===== config.mk =====
export PLATFORM = sky130hd
export DESIGN_NAME = text_pixel_gen
export DESIGN_NICKNAME = d
export VERILOG_FILES = /design/src/rtl/text_pixel_gen.sv
export SDC_FILE = /design/constraint.sdc
export NUM_CORES = 1
export LEC_CHECK = 0
export ABC_AREA = 0
export CAP_MARGIN = 20
export CORE_ASPECT_RATIO = 1.25
export CORE_MARGIN = 2
export CORE_UTILIZATION = 25
export CTS_BUF_LIST = sky130_fd_sc_hd__clkbuf_16
export DETAILED_ROUTE_END_ITERATION = 10
export PLACE_DENSITY = 0.53
export SETUP_SLACK_MARGIN = 0.3
export SKIP_CTS_REPAIR_TIMING = 1
export SLEW_MARGIN = 20
export SYNTH_ARGS = -nofsm -noshare
export SYNTH_HDL_FRONTEND = slang
export SYNTH_SLANG_ARGS = --single-unit

===== constraint.sdc =====
create_clock -name clk -period 5 [get_ports clk]
set_input_delay 0.75 -clock clk [delete_from_list [all_inputs] [get_ports clk]]
set_output_delay 0.75 -clock clk [all_outputs]
set_load 0.005 [all_outputs]

===== src/rtl/text_pixel_gen.sv =====
// Text-mode pixel generator: cell address -> character code -> font row -> pixel bit.
// The four register stages put pixel, active_out and the syncs 3 edges after the
// inputs are sampled. A blinking inverse cursor is overlaid on one cell.
module text_pixel_gen #(
  parameter int COLS       = 80,
  parameter int ROWS       = 60,
  parameter int CELL_AW    = 13,
  parameter int GLYPH_BITS = 4,
  parameter int BLINK_LOG2 = 5
) (
  input  logic                    clk,
  input  logic                    reset,
  input  logic [9:0]              hpos,
  input  logic [9:0]              vpos,
  input  logic                    active_in,
  input  logic                    hsync_in,
  input  logic                    vsync_in,
  input  logic                    cursor_en,
  input  logic [6:0]              cursor_col,
  input  logic [5:0]              cursor_row,
  output logic [CELL_AW-1:0]      char_addr,
  input  logic [7:0]              char_data,
  output logic [GLYPH_BITS+2:0]   font_addr,
  input  logic [7:0]              font_data,
  output logic                    pixel,
  output logic                    active_out,
  output logic                    hsync_out,
  output logic                    vsync_out
);

  localparam int FA_W = GLYPH_BITS + 3;
  localparam logic [7:0] COLS_L = 8'(COLS);
  localparam logic [7:0] ROWS_L = 8'(ROWS);

  // row*COLS + col built only from shifted copies of row (constant shift-add)
  function automatic logic [CELL_AW-1:0] cell_index(input logic [6:0] row,
                                                    input logic [6:0] col);
    logic [CELL_AW+7:0] acc;
    acc = '0;
    for (int i = 0; i < 31; i++) begin
      if (((COLS >> i) & 1) != 0)
        acc = acc + ({{(CELL_AW+1){1'b0}}, row} << i);
    end
    acc = acc + {{(CELL_AW+1){1'b0}}, col};
    return acc[CELL_AW-1:0];
  endfunction

  logic [6:0] hcell, vcell;
  assign hcell = hpos[9:3];
  assign vcell = vpos[9:3];

  // upper character-code bits select attributes elsewhere; not used here
  logic unused_char_bits;
  assign unused_char_bits = ^char_data[7:GLYPH_BITS];

  // stage 0 registers
  logic [CELL_AW-1:0] char_addr_q, char_addr_d;
  logic [2:0]         hsub_p0_q, vsub_p0_q;
  logic               act_p0_q, hs_p0_q, vs_p0_q, hit_p0_q, hit_p0_d;
  // stage 1 registers
  logic [FA_W-1:0]    font_addr_q, font_addr_d;
  logic [2:0]         hsub_p1_q;
  logic               act_p1_q, hs_p1_q, vs_p1_q, hit_p1_q;
  // stage 2 registers
  logic               bit_p2_q, bit_p2_d;
  logic               act_p2_q, hs_p2_q, vs_p2_q, hit_p2_q;
  // output registers
  logic               pixel_q, pixel_d, active_q, hsync_q, vsync_q;
  // frame counter for cursor blink
  logic [BLINK_LOG2-1:0] frame_cnt_q, frame_cnt_d;
  logic                  vs_prev_q, vs_fall, blink_phase;

  // Next-state for all stages: address/cursor match, font address, pixel select
  always_comb begin
    char_addr_d = '0;
    if (active_in)
      char_addr_d = cell_index(vcell, hcell);
    hit_p0_d = cursor_en && (hcell == cursor_col) && (vcell == {1'b0, cursor_row}) &&
               ({1'b0, cursor_col} < COLS_L) && ({2'b00, cursor_row} < ROWS_L);
    font_addr_d = {char_data[GLYPH_BITS-1:0], vsub_p0_q};
    bit_p2_d    = font_data[3'd7 - hsub_p1_q];
    vs_fall     = vs_prev_q & ~vsync_in;
    frame_cnt_d = frame_cnt_q + BLINK_LOG2'(vs_fall);
    blink_phase = frame_cnt_q[BLINK_LOG2-1];
    pixel_d     = act_p2_q & (bit_p2_q ^ (hit_p2_q & blink_phase));
  end

  // Pipeline and frame-counter registers; reset clears every stage
  always_ff @(posedge clk) begin
    if (reset) begin
      char_addr_q <= '0;
      hsub_p0_q   <= '0;
      vsub_p0_q   <= '0;
      act_p0_q    <= 1'b0;
      hs_p0_q     <= 1'b1;
      vs_p0_q     <= 1'b1;
      hit_p0_q    <= 1'b0;
      font_addr_q <= '0;
      hsub_p1_q   <= '0;
      act_p1_q    <= 1'b0;
      hs_p1_q     <= 1'b1;
      vs_p1_q     <= 1'b1;
      hit_p1_q    <= 1'b0;
      bit_p2_q    <= 1'b0;
      act_p2_q    <= 1'b0;
      hs_p2_q     <= 1'b1;
      vs_p2_q     <= 1'b1;
      hit_p2_q    <= 1'b0;
      pixel_q     <= 1'b0;
      active_q    <= 1'b0;
      hsync_q     <= 1'b1;
      vsync_q     <= 1'b1;
      frame_cnt_q <= '0;
      vs_prev_q   <= 1'b1;
    end else begin
      // stage 0: cell address and cursor match from the raw coordinates
      char_addr_q <= char_addr_d;
      hsub_p0_q   <= hpos[2:0];
      vsub_p0_q   <= vpos[2:0];
      act_p0_q    <= active_in;
      hs_p0_q     <= hsync_in;
      vs_p0_q     <= vsync_in;
      hit_p0_q    <= hit_p0_d;
      // stage 1: character code arrives, form the font address
      font_addr_q <= font_addr_d;
      hsub_p1_q   <= hsub_p0_q;
      act_p1_q    <= act_p0_q;
      hs_p1_q     <= hs_p0_q;
      vs_p1_q     <= vs_p0_q;
      hit_p1_q    <= hit_p0_q;
      // stage 2: font row arrives, pick the pixel bit (bit 7 is leftmost)
      bit_p2_q    <= bit_p2_d;
      act_p2_q    <= act_p1_q;
      hs_p2_q     <= hs_p1_q;
      vs_p2_q     <= vs_p1_q;
      hit_p2_q    <= hit_p1_q;
      // stage 3: blank outside the active area, apply cursor inversion
      pixel_q     <= pixel_d;
      active_q    <= act_p2_q;
      hsync_q     <= hs_p2_q;
      vsync_q     <= vs_p2_q;
      frame_cnt_q <= frame_cnt_d;
      vs_prev_q   <= vsync_in;
    end
  end

  assign char_addr  = char_addr_q;
  assign font_addr  = font_addr_q;
  assign pixel      = pixel_q;
  assign active_out = active_q;
  assign hsync_out  = hsync_q;
  assign vsync_out  = vsync_q;

endmodule


==> flow_metrics.env, run 1 <==
# implementation run metrics
export IMPL_status="completed"
export IMPL_fillCellCount=839
export IMPL_holdWs_ps=408
export IMPL_final_util=0.377
export IMPL_synth_top_cell_by_count="dfxtp_1"
export IMPL_synthArstFlopShare=0
export IMPL_mux_share=0.0358
export IMPL_synth_distinct_cells=41
export IMPL_cp_arrival_ps=2990
export IMPL_portBuffers=74
export IMPL_warnings=30
export IMPL_cp_depth=9
export IMPL_synth_area_mm2=0.00210
export IMPL_power_clock_fraction=0.350
export IMPL_fin_ws_ps=2220
export IMPL_rrSetupSlack_ps=3730
export IMPL_flop_cell="dfxtp_1"
export IMPL_power_density_mw_per_mm2=297
export IMPL_rr_startpoint="vs_prev_q"
export IMPL_areaGrowthSynthToFinish_pct=47.0
export IMPL_clock_skew_ps=1.87
export IMPL_wl_met3_um=297
export IMPL_layout_top_cells="clkdlybuf4s50_1, dfxtp_1, nor2b_1"
export IMPL_max_cap_violations=0
export IMPL_tightest_slew_ps=784
export IMPL_simple_gate_share=0.230
export IMPL_die_w_um=86.0
export IMPL_drt_initial_drc_count=19
export IMPL_largest_reg_flops=13
export IMPL_placed_cells=365
**Run 1: sequential cells grouped by signal name**

Scale: 4 px per um. Other sequential cells in the stronger grey, the rest of the logic in the fainter grey.
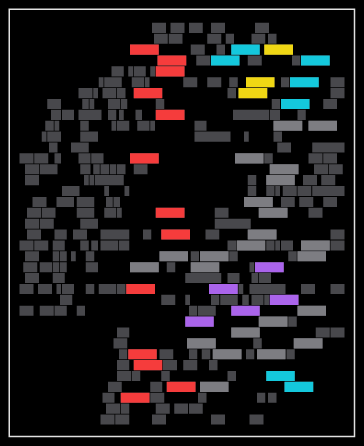
- vsub_p0_q: yellow (flops 3)
- char_addr: red (flops 13)
- frame_cnt_q: purple (flops 5)
- font_addr: cyan (flops 7)
- not coloured: 23

**Run 1: layout detail**

Window x 54 to 74, y 17 to 37 um. Cells in grey, sequential cells in the stronger grey; small squares are vias.
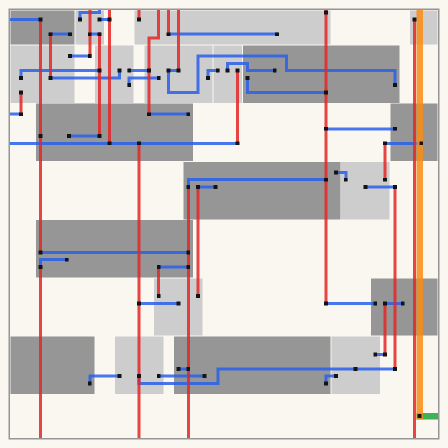
- metal 4: orange
- metal 1: blue
- metal 2: red
- metal 3: green
- netlist names of flops here include: frame_cnt_q (2)
- most frequent: dfxtp_1 (6), or2_2 (4), nor2_1 (2)
- cells with their middle in the window: 16
- sequential cells in the window: 6

**Run 1: routing congestion**

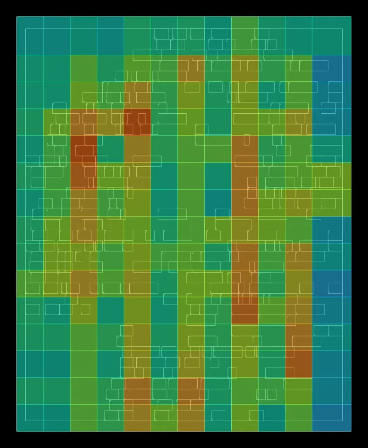
M3 GR Usage: 0.0233
grt met1 use: 0.108
Global Route Usage Sum: 0.0950
global routing usage on met2: 0.168
gr busiest metal: met2

**Run 1: clock network drawn from the DEF**

Scale: 2 px per um.
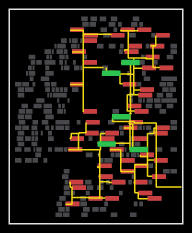
- clock drivers: green (count 5)
- flip-flops: red (count 51)
- clock wires: yellow (length 592 um)
- routed clock nets: 6

**Run 1: wiring by layer**

Scale: 4 px per um.
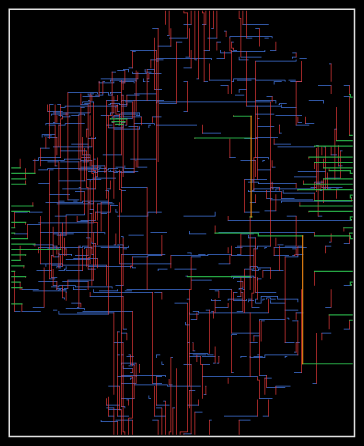

==> run 2, diff against run 1 <==
==> constraint.sdc (replaced) <==
create_clock -name clk -period 2.56 [get_ports clk]
set_input_delay 0.384 -clock clk [delete_from_list [all_inputs] [get_ports clk]]
set_output_delay 0.384 -clock clk [all_outputs]
set_load 0.005 [all_outputs]
**Run 2: wiring by layer**

Scale: 4 px per um.
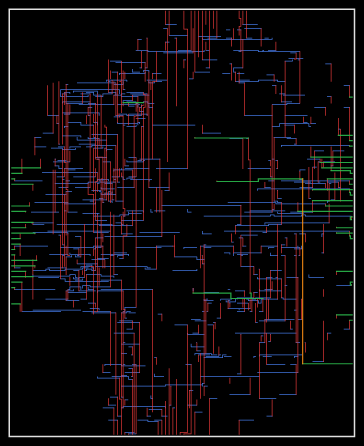
- metal 4: orange (wire length 46.2 um)
- metal 1: blue (wire length 1820 um)
- metal 2: red (wire length 2260 um)
- metal 3: green (wire length 249 um)

**Run 2: sequential cells grouped by signal name**

Scale: 4 px per um. Other sequential cells in the stronger grey, the rest of the logic in the fainter grey.
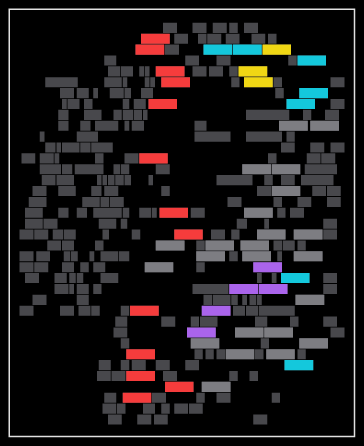
- font_addr: cyan (flops 7)
- char_addr: red (flops 13)
- frame_cnt_q: purple (flops 5)
- vsub_p0_q: yellow (flops 3)

==> run 2 against run 1 <==
- cell count is 2.4% higher
- core utilization is 1.6 points higher
- sequential power is 95% higher
- via count is 1.5% higher
- clock-buffer cell count stayed put
- register-to-register slack worse by 2400 ps
==> flow_metrics.env, run 2 <==
# implementation run metrics
export IMPL_status="completed"
export IMPL_max_cap_violations=0
export IMPL_portBuffers=74
export IMPL_largest_reg_flops=13
export IMPL_rrSetupSlack_ps=1300
export IMPL_warnings=30
export IMPL_dr_max_layer_used="met4"
export IMPL_clock_skew_ps=5.14
export IMPL_cp_start_kind="primary input"
export IMPL_synthArstFlopShare=0
export IMPL_use_met3=0.0248
export IMPL_cp_end_kind="flip-flop"
export IMPL_power_density_mw_per_mm2=597
export IMPL_ys_warn_count=0
export IMPL_place_gp_congestion=0.810
export IMPL_grt_usage=0.102
export IMPL_placed_cells=374
export IMPL_path_cells="clkdlybuf4s50_1 > buf_4 > ha_1 > a211oi_4 > o211ai_1 > and4b_1 > nand4b_1 > mux2i_1"
export IMPL_drt_initial_drc_count=25
export IMPL_ioPinCount=79
export IMPL_simple_gate_share=0.230
export IMPL_grtUsageMet2=0.178
export IMPL_use_met1=0.116
export IMPL_wl_met3_um=249
export IMPL_cp_depth=8
export IMPL_areaGrowthSynthToFinish_pct=53.2
export IMPL_fillCellCount=817
export IMPL_power_clock_fraction=0.383
export IMPL_layout_top_cells="clkdlybuf4s50_1, dfxtp_1, nor2b_1"
export IMPL_fin_ws_ps=439
export IMPL_synth_area_mm2=0.00210
export IMPL_synth_top_cell_by_count="dfxtp_1"
export IMPL_flop_cell="dfxtp_1"
export IMPL_cp_arrival_ps=2290
export IMPL_rows=37
export IMPL_cpMaxStageDelayCell="clkdlybuf4s50_1"
export IMPL_final_util=0.393
export IMPL_holdWs_ps=408
export IMPL_synth_distinct_cells=41
**Run 2: clock network drawn from the DEF**

Scale: 2 px per um.
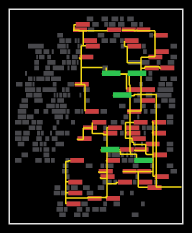

==> run 3, diff against run 2 <==
--- a/config.mk
+++ b/config.mk
@@ -12,7 +12,7 @@
 export CORE_UTILIZATION = 25
 export CTS_BUF_LIST = sky130_fd_sc_hd__clkbuf_16
 export DETAILED_ROUTE_END_ITERATION = 10
-export PLACE_DENSITY = 0.53
+export PLACE_DENSITY = 0.55
 export SETUP_SLACK_MARGIN = 0.3
 export SKIP_CTS_REPAIR_TIMING = 1
 export SLEW_MARGIN = 20
==> constraint.sdc (replaced) <==
create_clock -name clk -period 1.8 [get_ports clk]
set_input_delay 0.27 -clock clk [delete_from_list [all_inputs] [get_ports clk]]
set_output_delay 0.27 -clock clk [all_outputs]
set_load 0.005 [all_outputs]
**Run 3: clock network drawn from the DEF**

Scale: 2 px per um.
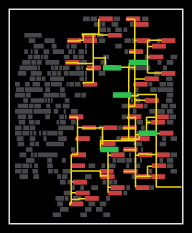
- clock wires: yellow (length 614 um)
- flip-flops: red (count 51)
- clock drivers: green (count 5)
- routed clock nets: 6

**Run 3: layout detail**

Window x 54 to 74, y 17 to 37 um. Cells in grey, sequential cells in the stronger grey; small squares are vias.
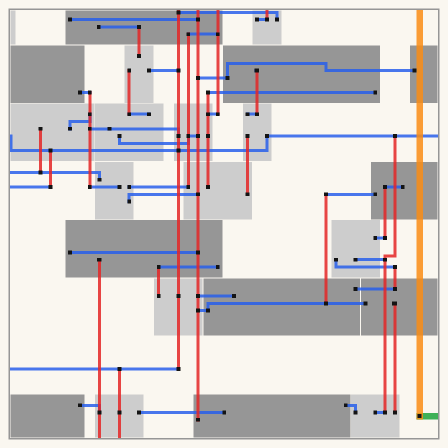
- metal 4: orange
- metal 2: red
- metal 3: green
- metal 1: blue
- sequential cells in the window: 5
- most frequent: dfxtp_1 (5), or2_2 (4), nor2_1 (3)
- cells with their middle in the window: 17
- netlist names of flops here include: frame_cnt_q (2)

==> run 3 against run 2 <==
- die size did not move
- clock-buffer cell count unchanged
- clock skew shrank 2.0 ps
- cell count rose by 5.5%
- sequential share of layout area decreased by 3.1 points
- flip-flop count unchanged
- first-iteration DRC count rose by 16%
- critical path type unchanged
- wire length increased by 8.4%
- non-clock buffer count increased by 21
==> flow_metrics.env, run 3 <==
# implementation run metrics
export IMPL_rrSetupSlack_ps=540
export IMPL_grt_busiest_layer="met2"
export IMPL_warnings=32
export IMPL_simple_gate_share=0.230
export IMPL_die_w_um=86.0
export IMPL_cp_start_kind="primary input"
export IMPL_largest_reg_flops=13
export IMPL_final_util=0.435
export IMPL_cpMaxStageDelayCell="fa_2"
export IMPL_cp_arrival_ps=1820
export IMPL_ioPinCount=79
export IMPL_dr_max_layer_used="met4"
export IMPL_wl_met3_um=312
export IMPL_cp_end_kind="flip-flop"
export IMPL_use_met1=0.108
export IMPL_grt_usage=0.0991
export IMPL_flop_cell="dfxtp_1"
export IMPL_drt_initial_drc_count=29
export IMPL_rows=37
export IMPL_ys_warn_count=0
export IMPL_holdWs_ps=246
export IMPL_use_met3=0.0264
export IMPL_grtUsageMet2=0.176
export IMPL_power_density_mw_per_mm2=805
export IMPL_place_gp_congestion=0.801
export IMPL_tightest_slew_ps=322
export IMPL_rr_startpoint="hsub_p1_q[0]"
export IMPL_layout_top_cells="clkdlybuf4s50_1, dfxtp_1, buf_4"
export IMPL_synth_distinct_cells=41
export IMPL_placed_cells=392
export IMPL_synth_top_cell_by_count="dfxtp_1"
export IMPL_path_cells="buf_8 > ha_4 > inv_2 > fa_2 > and2b_2 > o2111ai_2 > and3_1 > or3_1 > mux2i_1"
export IMPL_status="completed"
Power and IR drop assume default switching activity.
